<file path="src/rtl/tomasulo_pkg.sv">
// Shared Tomasulo core definitions: widths, instruction classes and ROB entry payload.
package tomasulo_pkg;

    localparam int unsigned TAG_W         = 6;
    localparam int unsigned DATA_W        = 6;
    localparam int unsigned REG_W         = 4;
    localparam int unsigned TYPE_W        = 3;
    localparam int unsigned NUM_ARCH_REGS = 10;

    typedef enum logic [TYPE_W-1:0] {
        CLS_ADD = 3'd0,
        CLS_SUB = 3'd1,
        CLS_MUL = 3'd2,
        CLS_DIV = 3'd3,
        CLS_LD  = 3'd4,
        CLS_ST  = 3'd5
    } instr_class_e;

    // Tag 0 means the operand lives in the architectural register file.
    localparam logic [TAG_W-1:0] TAG_NONE = '0;

    typedef struct packed {
        logic              busy;
        logic              done;
        logic [TYPE_W-1:0] itype;
        logic [REG_W-1:0]  dest_reg;
        logic [DATA_W-1:0] data;
    } rob_entry_t;

endpackage

</file>
<file path="src/rtl/rob_ptr.sv">
// Wrapping ROB index pointer: counts 0..DEPTH-1 on inc, cleared by flush or reset.
module rob_ptr #(
    parameter int unsigned DEPTH = 8,
    parameter int unsigned PTR_W = 3
) (
    input  logic             clk,
    input  logic             rst_n,
    input  logic             flush,
    input  logic             inc,
    output logic [PTR_W-1:0] ptr
);

    // Pointer register with wrap at DEPTH-1; flush has priority over inc.
    always_ff @(posedge clk or negedge rst_n) begin
        if (!rst_n) begin
            ptr <= '0;
        end else if (flush) begin
            ptr <= '0;
        end else if (inc) begin
            ptr <= (ptr == PTR_W'(DEPTH - 1)) ? '0 : ptr + PTR_W'(1);
        end
    end

endmodule

</file>
<file path="src/rtl/rob_dispatch_buffer.sv">
// Reorder buffer write side: in-order tag allocation, writeback capture by tag,
// and oldest-completed-entry presentation to the commit stage.
module rob_dispatch_buffer
    import tomasulo_pkg::*;
#(
    parameter int unsigned DEPTH = 8,
    parameter int unsigned CNT_W = $clog2(DEPTH + 1)
) (
    input  logic              clk1,
    input  logic              rst_n,
    input  logic              flush,
    input  logic              issue_valid,
    output logic              issue_ready,
    input  logic [TYPE_W-1:0] issue_type,
    input  logic [REG_W-1:0]  issue_reg,
    output logic [TAG_W-1:0]  issue_tag,
    input  logic              wb_valid,
    input  logic [TAG_W-1:0]  wb_tag,
    input  logic [DATA_W-1:0] wb_data,
    output logic              wb_err,
    output logic              commit_valid,
    input  logic              commit_ready,
    output logic [TAG_W-1:0]  commit_tag,
    output logic [REG_W-1:0]  commit_reg,
    output logic [TYPE_W-1:0] commit_type,
    output logic [DATA_W-1:0] commit_data,
    output logic [CNT_W-1:0]  count,
    output logic              empty,
    output logic              full
);

    localparam int unsigned PTR_W = (DEPTH > 1) ? $clog2(DEPTH) : 1;

    logic [PTR_W-1:0] head;
    logic [PTR_W-1:0] tail;
    rob_entry_t       entries [DEPTH];
    rob_entry_t       head_e;
    logic             alloc;
    logic             pop;
    logic             wb_in_range;
    logic             wb_ok;
    logic [PTR_W-1:0] wb_idx;

    rob_ptr #(.DEPTH(DEPTH), .PTR_W(PTR_W)) u_head_ptr (
        .clk   (clk1),
        .rst_n (rst_n),
        .flush (flush),
        .inc   (pop),
        .ptr   (head)
    );

    rob_ptr #(.DEPTH(DEPTH), .PTR_W(PTR_W)) u_tail_ptr (
        .clk   (clk1),
        .rst_n (rst_n),
        .flush (flush),
        .inc   (alloc),
        .ptr   (tail)
    );

    // Handshake decode, writeback legality and head presentation from registered state.
    always_comb begin
        head_e       = entries[head];
        full         = (count == CNT_W'(DEPTH));
        empty        = (count == '0);
        issue_ready  = !full;
        issue_tag    = TAG_W'(tail) + TAG_W'(1);
        commit_valid = head_e.busy && head_e.done;
        commit_tag   = TAG_W'(head) + TAG_W'(1);
        commit_reg   = head_e.dest_reg;
        commit_type  = head_e.itype;
        commit_data  = head_e.data;
        alloc        = issue_valid && issue_ready && !flush;
        pop          = commit_valid && commit_ready && !flush;
        wb_in_range  = (wb_tag != TAG_NONE) && (wb_tag <= TAG_W'(DEPTH));
        wb_idx       = PTR_W'(wb_tag - TAG_W'(1));
        wb_ok        = wb_valid && wb_in_range && entries[wb_idx].busy;
    end

    // Entry array: pop clears head, alloc fills tail, legal writeback marks done.
    always_ff @(posedge clk1 or negedge rst_n) begin
        if (!rst_n) begin
            for (int unsigned i = 0; i < DEPTH; i++) begin
                entries[i] <= '0;
            end
        end else if (flush) begin
            for (int unsigned i = 0; i < DEPTH; i++) begin
                entries[i] <= '0;
            end
        end else begin
            for (int unsigned i = 0; i < DEPTH; i++) begin
                if (pop && (PTR_W'(i) == head)) begin
                    entries[i] <= '0;
                end else if (alloc && (PTR_W'(i) == tail)) begin
                    entries[i] <= '{busy: 1'b1, done: 1'b0, itype: issue_type,
                                    dest_reg: issue_reg, data: '0};
                end else if (wb_ok && (PTR_W'(i) == wb_idx)) begin
                    entries[i].done <= 1'b1;
                    entries[i].data <= wb_data;
                end
            end
        end
    end

    // Occupancy counter and one-cycle illegal-writeback pulse.
    always_ff @(posedge clk1 or negedge rst_n) begin
        if (!rst_n) begin
            count  <= '0;
            wb_err <= 1'b0;
        end else if (flush) begin
            count  <= '0;
            wb_err <= 1'b0;
        end else begin
            count  <= count + CNT_W'(alloc) - CNT_W'(pop);
            wb_err <= wb_valid && !wb_ok;
        end
    end

endmodule

</file>
<file path="config.mk">
export PLATFORM = sky130hd
export DESIGN_NAME = rob_dispatch_buffer
export DESIGN_NICKNAME = d
export VERILOG_FILES = /design/src/rtl/tomasulo_pkg.sv /design/src/rtl/rob_ptr.sv /design/src/rtl/rob_dispatch_buffer.sv
export SDC_FILE = /design/constraint.sdc
export NUM_CORES = 1
export LEC_CHECK = 0
export CAP_MARGIN = 20
export CORE_MARGIN = 3
export CORE_UTILIZATION = 45
export CTS_BUF_LIST = sky130_fd_sc_hd__clkbuf_2 sky130_fd_sc_hd__clkbuf_4 sky130_fd_sc_hd__clkbuf_8
export CTS_CLUSTER_DIAMETER = 200
export DETAILED_ROUTE_END_ITERATION = 7
export PLACE_DENSITY_LB_ADDON = 0.3
export SLEW_MARGIN = 15
export SYNTH_ARGS = -nofsm -noshare
export SYNTH_HDL_FRONTEND = slang
export SYNTH_HIERARCHICAL = 1
export SYNTH_SLANG_ARGS = --single-unit
</file>
<file path="constraint.sdc">
create_clock -name clk1 -period 3.9 [get_ports clk1]
set_input_delay 0.39 -clock clk1 [delete_from_list [all_inputs] [get_ports clk1]]
set_output_delay 0.39 -clock clk1 [all_outputs]
set_load 0.005 [all_outputs]
</file>
### M4 wires

Cells faint in the background.
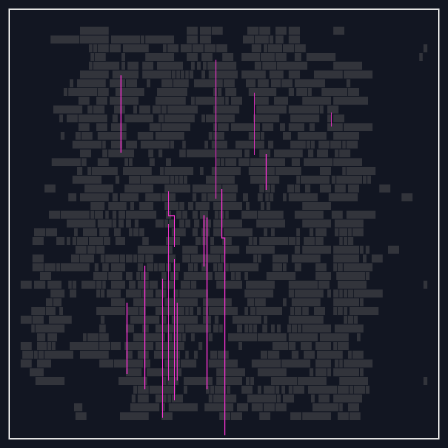
main direction: vertical
longest straight run: 61.1 um

==> flow_metrics.py <==
# Physical implementation metrics
metrics = {
    "synth": {
        "yosys_area_mm2": 0.00725,
        "ys_ff": 131,
        "post_synth_tally_of_flip_flops_with_integrated_enable": 0,
        "synth.area.top_cells": "sky130_fd_sc_hd__dfrtp_1, sky130_fd_sc_hd__mux2i_1, sky130_fd_sc_hd__mux4_2",
        "top_cell": "sky130_fd_sc_hd__dfrtp_1",
        "distinct_lib_cells": 48,
    },
    "global_routing": {
        "wire_length_of_the_first_global_routing_pass_mm": 31.3,
        "globalRoute.totalOverflow": 0,
        "groute.layer.met2.usage": 0.342,
        "antenna_found_initial": 0,
        "groute.layer.met3.usage": 0.0510,
    },
    "layout": {
        "final_core_density": 0.546,
        "final_layout_size_suffix_gt1_frac": 0.144,
    },
    "timing": {
        "setup-tns-final_ns": 0,
        "timing.max_slew.rel_slack": 0.238,
        "clock-skew-final_ns": 0.0191,
        "setup_repair_after_global_routing_missed_its_margin": "false",
    },
    "power": {
        "combinationalPower_mw": 0.362,
        "worst_ir_drop_vdd_v": 0.000231,
        "seq_power_mw": 1.40,
        "p_int_mw": 2.28,
        "power.static_leakage_nw": 4.10,
        "clockPowerShare": 0.421,
        "power.share.sequential": 0.460,
        "p_clk_mw": 1.28,
    },
    "critical_path": {
        "worst_path_maximum_fanout": 9,
        "worst_path_max_delay_cell": "sky130_fd_sc_hd__mux4_2",
        "crit-reg2reg-capture": "count[1]$_DFF_PN0_",
        "timing.critical_path.cells": "inv_2, mux4_2, nand2b_1, a21oi_1, ha_1, inv_1, ha_1, fa_1, nor2b_1",
        "r2r_start": "u_head_ptr/ptr[0]$_DFFE_PN0P_",
        "crit_end": "count[1]$_DFF_PN0_",
        "critical_path.startpoint": "u_head_ptr/ptr[0]$_DFFE_PN0P_",
        "worst_path_dominant_cell_family": "adder cells",
        "reg2reg_depth": 9,
        "crit_top_cell": "sky130_fd_sc_hd__ha_1",
    },
    "routing": {
        "antenna_violating_nets_post_route": 0,
        "dr_wl_met3_mm": 1.52,
        "wl_met2_mm": 9.13,
        "drt_pass1_iterations": 5,
    },
    "floorplan": {
        "die_area_mm2": 0.0177,
        "core_area_mm2": 0.0155,
        "fp_util": 0.468,
    },
    "worst_hold_path": {
        "hold_class": "in -> async",
    },
    "outcome": {
        "outcome": "completed",
    },
    "placement": {
        "pre_cts_ws_ns": 0.636,
        "dpl-instance-area_mm2": 0.00798,
    },
    "clock_tree": {
        "clk-insertion-delay-late_ns": 0.46,
        "htreeDepth": 4,
        "numCtsBuffers": 17,
        "clk_pin_slew_ns": 0.08,
    },
}
### Clock network drawn from the DEF

The bar under the picture is 50 um long.
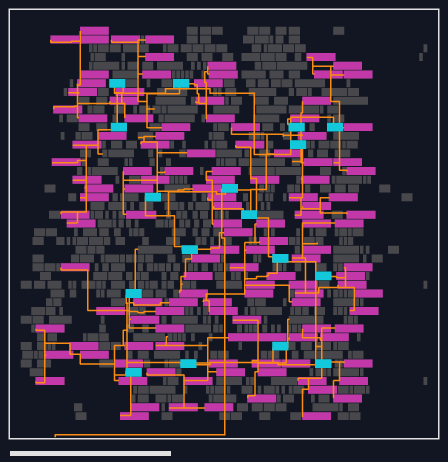
[flip-flops] magenta | count: 131
[clock drivers] cyan | count: 17
[clock wires] orange | length: 1700 um
routed clock nets: 18

## state kept, by name (all words and copies together) (netlist names)
| register | cells |
|---|---|
| entries | 120 |
| count | 4 |
| u_head_ptr/ptr | 3 |
| u_tail_ptr/ptr | 3 |
| wb_err | 1 |
## cells by family after synthesis
| family | share of synthesized area |
|---|---|
| AOI/OAI and AO/OA | 0.0725 |
| and+or+nand+nor | 0.163 |
| adders and majority gates | 0.0494 |
| buffers and inverters | 0.0431 |
| xor gates and xnor gates | 0.00483 |
| other | 0.000517 |
| DFF | 0.452 |
| muxes | 0.215 |
## area by class of cell
type,instances,area [um2]
clock buffers,22,284
clock inverters,9,154
fillers,1337,7020
inverters,29,109
multi-input cells,461,3680
flip-flops and latches,131,3280
well taps,211,264
repair buffers,72,693
Power and IR drop assume default switching activity.
